### src/rtl/exec_pkg.sv
// rtl/exec_pkg.sv - shared constants for the execute stage: width, opcodes, FSM encoding
package exec_pkg;

    localparam int EXEC_W = 32;

    localparam logic [3:0] OP_ADD  = 4'd0;
    localparam logic [3:0] OP_SUB  = 4'd1;
    localparam logic [3:0] OP_AND  = 4'd2;
    localparam logic [3:0] OP_OR   = 4'd3;
    localparam logic [3:0] OP_XOR  = 4'd4;
    localparam logic [3:0] OP_SLL  = 4'd5;
    localparam logic [3:0] OP_SRL  = 4'd6;
    localparam logic [3:0] OP_SRA  = 4'd7;
    localparam logic [3:0] OP_SLT  = 4'd8;
    localparam logic [3:0] OP_SLTU = 4'd9;
    localparam logic [3:0] OP_MUL  = 4'd10;

    localparam logic [0:0] ST_IDLE = 1'b0;
    localparam logic [0:0] ST_MUL  = 1'b1;

    // Single-cycle ALU opcodes; MUL is routed separately and 11-15 are illegal
    function automatic logic op_is_alu(input logic [3:0] op);
        return op <= OP_SLTU;
    endfunction

endpackage

### src/rtl/exec_mul_iter.sv
// rtl/exec_mul_iter.sv - iterative shift-add multiplier, one multiplier bit per cycle
module exec_mul_iter
    import exec_pkg::*;
#(
    parameter int W = EXEC_W
) (
    input  logic         clk,
    input  logic         rst,
    input  logic         start,
    input  logic [W-1:0] a,
    input  logic [W-1:0] b,
    output logic         done,
    output logic [W-1:0] product
);

    localparam int CW = $clog2(W);

    logic          run_q;
    logic [CW-1:0] cnt_q;
    logic [W-1:0]  acc_q;
    logic [W-1:0]  a_q;
    logic [W-1:0]  b_q;
    logic [W-1:0]  acc_d;

    // done/product are combinational during the last iteration's cycle so the
    // caller can register the result on the same edge that retires iteration W
    assign acc_d   = b_q[0] ? (acc_q + a_q) : acc_q;
    assign done    = run_q && (cnt_q == CW'(W - 1));
    assign product = acc_d;

    // Latch operands on start, then shift multiplicand left / multiplier right each cycle
    always_ff @(posedge clk or negedge rst) begin
        if (!rst) begin
            run_q <= 1'b0;
            cnt_q <= '0;
            acc_q <= '0;
            a_q   <= '0;
            b_q   <= '0;
        end else if (start) begin
            run_q <= 1'b1;
            cnt_q <= '0;
            acc_q <= '0;
            a_q   <= a;
            b_q   <= b;
        end else if (run_q) begin
            acc_q <= acc_d;
            a_q   <= a_q << 1;
            b_q   <= b_q >> 1;
            cnt_q <= cnt_q + CW'(1);
            if (done) begin
                run_q <= 1'b0;
            end
        end
    end

endmodule

### src/rtl/exec_stage.sv
// rtl/exec_stage.sv - execute stage: 1-cycle ALU plus optional iterative MUL (EXEC_STAGE_MUL_EN)
module exec_stage
    import exec_pkg::*;
#(
    parameter int W = EXEC_W
) (
    input  logic         clk,
    input  logic         rst,
    input  logic         in_valid,
    output logic         in_ready,
    input  logic [3:0]   op,
    input  logic [W-1:0] opr1,
    input  logic [W-1:0] opr2,
    input  logic [4:0]   rd_addr,
    output logic         wb_valid,
    output logic         wb_wren_n,
    output logic [4:0]   wb_rd_addr,
    output logic [W-1:0] wb_data,
    output logic         wb_illegal,
    output logic         busy
);

    logic [0:0]   state_q, state_d;
    logic         in_ready_q, in_ready_d;
    logic         wb_valid_q, wb_valid_d;
    logic         wb_wren_n_q, wb_wren_n_d;
    logic         wb_illegal_q, wb_illegal_d;
    logic [4:0]   wb_rd_q, wb_rd_d;
    logic [W-1:0] wb_data_q, wb_data_d;
    logic [4:0]   mul_rd_q, mul_rd_d;

    logic         accept;
    logic         alu_legal;
    logic [W-1:0] alu_res;
    logic [4:0]   shamt;

    logic         mul_start;
    logic         mul_done;
    logic [W-1:0] mul_product;

    assign accept    = in_valid && in_ready_q;
    assign alu_legal = op_is_alu(op);
    assign shamt     = opr2[4:0];

`ifdef EXEC_STAGE_MUL_EN
    assign mul_start = accept && (op == OP_MUL);
    assign busy      = (state_q == ST_MUL);

    exec_mul_iter #(.W(W)) u_mul (
        .clk     (clk),
        .rst     (rst),
        .start   (mul_start),
        .a       (opr1),
        .b       (opr2),
        .done    (mul_done),
        .product (mul_product)
    );
`else
    assign mul_start   = 1'b0;
    assign mul_done    = 1'b0;
    assign mul_product = '0;
    assign busy        = 1'b0;
`endif

    // Single-cycle ALU; illegal opcodes produce zero
    always_comb begin
        alu_res = '0;
        case (op)
            OP_ADD:  alu_res = opr1 + opr2;
            OP_SUB:  alu_res = opr1 - opr2;
            OP_AND:  alu_res = opr1 & opr2;
            OP_OR:   alu_res = opr1 | opr2;
            OP_XOR:  alu_res = opr1 ^ opr2;
            OP_SLL:  alu_res = opr1 << shamt;
            OP_SRL:  alu_res = opr1 >> shamt;
            OP_SRA:  alu_res = $signed(opr1) >>> shamt;
            OP_SLT:  alu_res = {{(W-1){1'b0}}, $signed(opr1) < $signed(opr2)};
            OP_SLTU: alu_res = {{(W-1){1'b0}}, opr1 < opr2};
            default: alu_res = '0;
        endcase
    end

    // Next state: accept into ALU or MUL, and retire the multiply when the engine finishes
    always_comb begin
        state_d      = state_q;
        mul_rd_d     = mul_rd_q;
        wb_valid_d   = 1'b0;
        wb_illegal_d = 1'b0;
        wb_wren_n_d  = 1'b1;
        wb_data_d    = wb_data_q;
        wb_rd_d      = wb_rd_q;
        if (mul_start) begin
            state_d  = ST_MUL;
            mul_rd_d = rd_addr;
        end else if (accept) begin
            wb_valid_d   = 1'b1;
            wb_data_d    = alu_res;
            wb_rd_d      = rd_addr;
            wb_illegal_d = !alu_legal;
            wb_wren_n_d  = !(alu_legal && (rd_addr != 5'd0));
        end
        if ((state_q == ST_MUL) && mul_done) begin
            state_d     = ST_IDLE;
            wb_valid_d  = 1'b1;
            wb_data_d   = mul_product;
            wb_rd_d     = mul_rd_q;
            wb_wren_n_d = (mul_rd_q == 5'd0);
        end
        in_ready_d = (state_d == ST_IDLE);
    end

    // State and write-back registers; reset clears everything including in_ready
    always_ff @(posedge clk or negedge rst) begin
        if (!rst) begin
            state_q      <= ST_IDLE;
            in_ready_q   <= 1'b0;
            wb_valid_q   <= 1'b0;
            wb_wren_n_q  <= 1'b1;
            wb_illegal_q <= 1'b0;
            wb_rd_q      <= '0;
            wb_data_q    <= '0;
            mul_rd_q     <= '0;
        end else begin
            state_q      <= state_d;
            in_ready_q   <= in_ready_d;
            wb_valid_q   <= wb_valid_d;
            wb_wren_n_q  <= wb_wren_n_d;
            wb_illegal_q <= wb_illegal_d;
            wb_rd_q      <= wb_rd_d;
            wb_data_q    <= wb_data_d;
            mul_rd_q     <= mul_rd_d;
        end
    end

    assign in_ready   = in_ready_q;
    assign wb_valid   = wb_valid_q;
    assign wb_wren_n  = wb_wren_n_q;
    assign wb_illegal = wb_illegal_q;
    assign wb_rd_addr = wb_rd_q;
    assign wb_data    = wb_data_q;

endmodule
### config.mk
export PLATFORM = sky130hd
export DESIGN_NAME = exec_stage
export DESIGN_NICKNAME = d
export VERILOG_FILES = /design/src/rtl/exec_pkg.sv /design/src/rtl/exec_mul_iter.sv /design/src/rtl/exec_stage.sv
export SDC_FILE = /design/constraint.sdc
export NUM_CORES = 1
export LEC_CHECK = 0
export CAP_MARGIN = 30
export CORE_ASPECT_RATIO = 2
export CORE_MARGIN = 3
export CORE_UTILIZATION = 60
export CTS_BUF_LIST = sky130_fd_sc_hd__clkbuf_16
export DETAILED_ROUTE_END_ITERATION = 6
export DONT_BUFFER_PORTS = 1
export PLACE_DENSITY = 0.76
export SETUP_SLACK_MARGIN = 0.15
export SLEW_MARGIN = 20
export SYNTH_ARGS = -nofsm -noshare
export SYNTH_HDL_FRONTEND = slang
export SYNTH_SLANG_ARGS = --single-unit
export TNS_END_PERCENT = 5
### constraint.sdc
create_clock -name clk -period 1.9 [get_ports clk]
set_input_delay 0.285 -clock clk [delete_from_list [all_inputs] [get_ports clk]]
set_output_delay 0.285 -clock clk [all_outputs]
set_load 0.05 [all_outputs]
Fig. 1: signal wires on met1
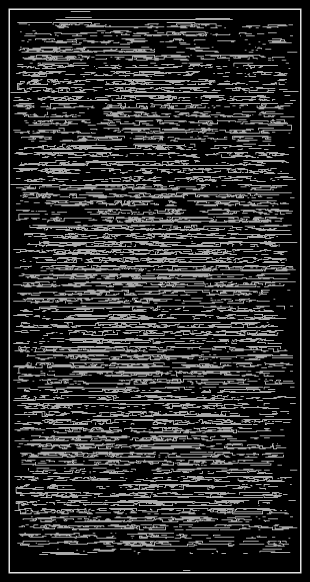
share of all routed wire = 30%
wire length on this layer = 15100 microns

Fig. 2: M2 wires
Bar = 20 microns.
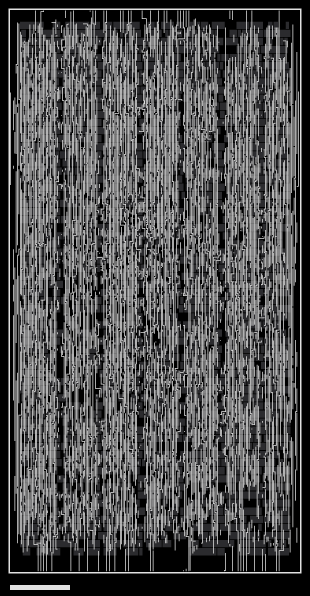
share of all routed wire = 46%
nets with wire on the layer = 1608

==> flow_summary_export.csv <==
group,metric,value,unit
status,status,"finished, violations left",
status,violations,"negative setup slack",
logic_synthesis,adder_share,0.1264,
run,warning_count,95,
cts,htree_levels,2,
drt,drt_iter0_drc,1735,
drt,antenna_left,0,
pwr,powerDensity,468.7,nW/um^2
final_timing,hold_viol_final,0,
grt,met2_usage,0.8519,
layout,fin_nets,1886,
cts,cts_hold_buf,2,
layout,fillers,1132,
floorplanning,fp-row-count,66,
floorplanning,coreArea,16350,sq um
layout,sh_seq_area,0.07697,
floorplanning,dieWidth,97.37,microns
floorplanning,die_area,18380,sq um
logic_synthesis,yosysChipArea,10020,sq um
layout,utilization,0.8163,
logic_synthesis,topCombFamilyByArea,"AND-OR/OR-AND gates",
critical_path,crit_end,"wb_data[18]",
grt,grt.total_usage,0.5152,
grt,grt_use_met3,0.1267,
final_timing,finalCritPeriodShare,1.546,
logic_synthesis,yosysCellCount,1424,
layout,drive_above_1_share,0.3092,
floorplanning,n_tap_cell,204,
logic_synthesis,ys_async_sr_fraction,1.000,
final_timing,worst_slack,-1.037,ns
drt,viasPerCell,7.079,
min_path,hold_path.startpoint,"rd_addr[1]",
grt,antenna_found_initial,0,
min_path,hp-class,"input pin to flop",
layout,antenna_cells,0,
place,io_buffers,0,
final_timing,fin_hold_ws,0.05527,ns
critical_path,r2r_start,"in_ready",
cts,cts_setup_buffers,0,
drt,met3_length,5453,microns
logic_synthesis,yosys.area_share.aoi,0.3405,
final_timing,max_freq,0.3404,GHz
final_timing,setup_viol_count_final,31,
place,placed_cell_area,12740,sq um
min_path,hold_depth,1,
critical_path,startpoint_type,"input pin",
critical_path,cp-end-kind,"flop",
floorplanning,die_h,188.7,microns
logic_synthesis,synthMuxAreaShare,0.1302,
layout,ff_count,41,
layout,fin_area,13350,sq um
layout,comb_area,8513,sq um
logic_synthesis,avgSynthCellArea,7.034,sq um
layout,nNonClkBuffers,395,
place,dp_slack,-1.333,ns
pwr,leakage,6.209,nW
layout,sh_comb_area,0.6379,
critical_path,cp_data_required_time,2.13,ns
logic_synthesis,ys_types,86,
layout,largest_reg_flops,32,
final_timing,rsz0062_at_grt,"yes",
critical_path,crit_path_max_incr_delay,0.44,ns
layout,seq_area,1027,sq um
grt,use_met1,0.5103,
drt,dr_total_vias,13560,
layout,inverters,104,
logic_synthesis,most_common_cell,"nor2_1",
cts,clock-sinks,41,
cts,clock_latency,0.30,ns
logic_synthesis,synth-edff-count,0,
floorplanning,fp_util,0.6126,
min_path,hold_end,"wb_wren_n",
Fig. 3: signal wires on met3
Bar = 20 microns.
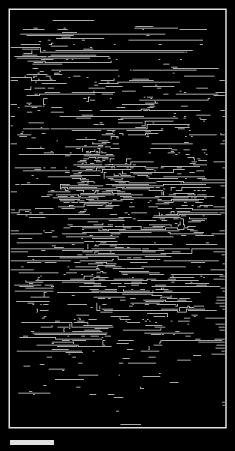
longest straight run = 65.3 microns
share of all routed wire = 11%
wire length on this layer = 5450 microns
nets with wire on the layer = 406

Fig. 4: metal 4
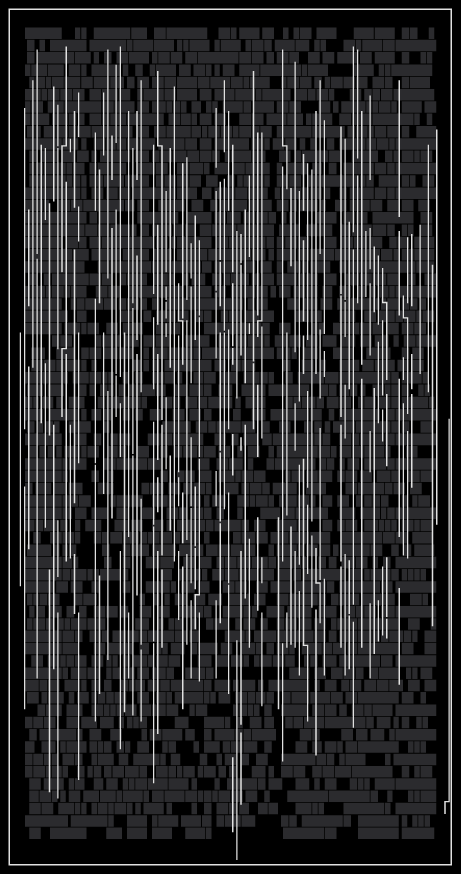
main direction = vertical
nets with wire on the layer = 191
share of all routed wire = 13%
longest straight run = 105 microns

Power is estimated from default activity; no workload was simulated.
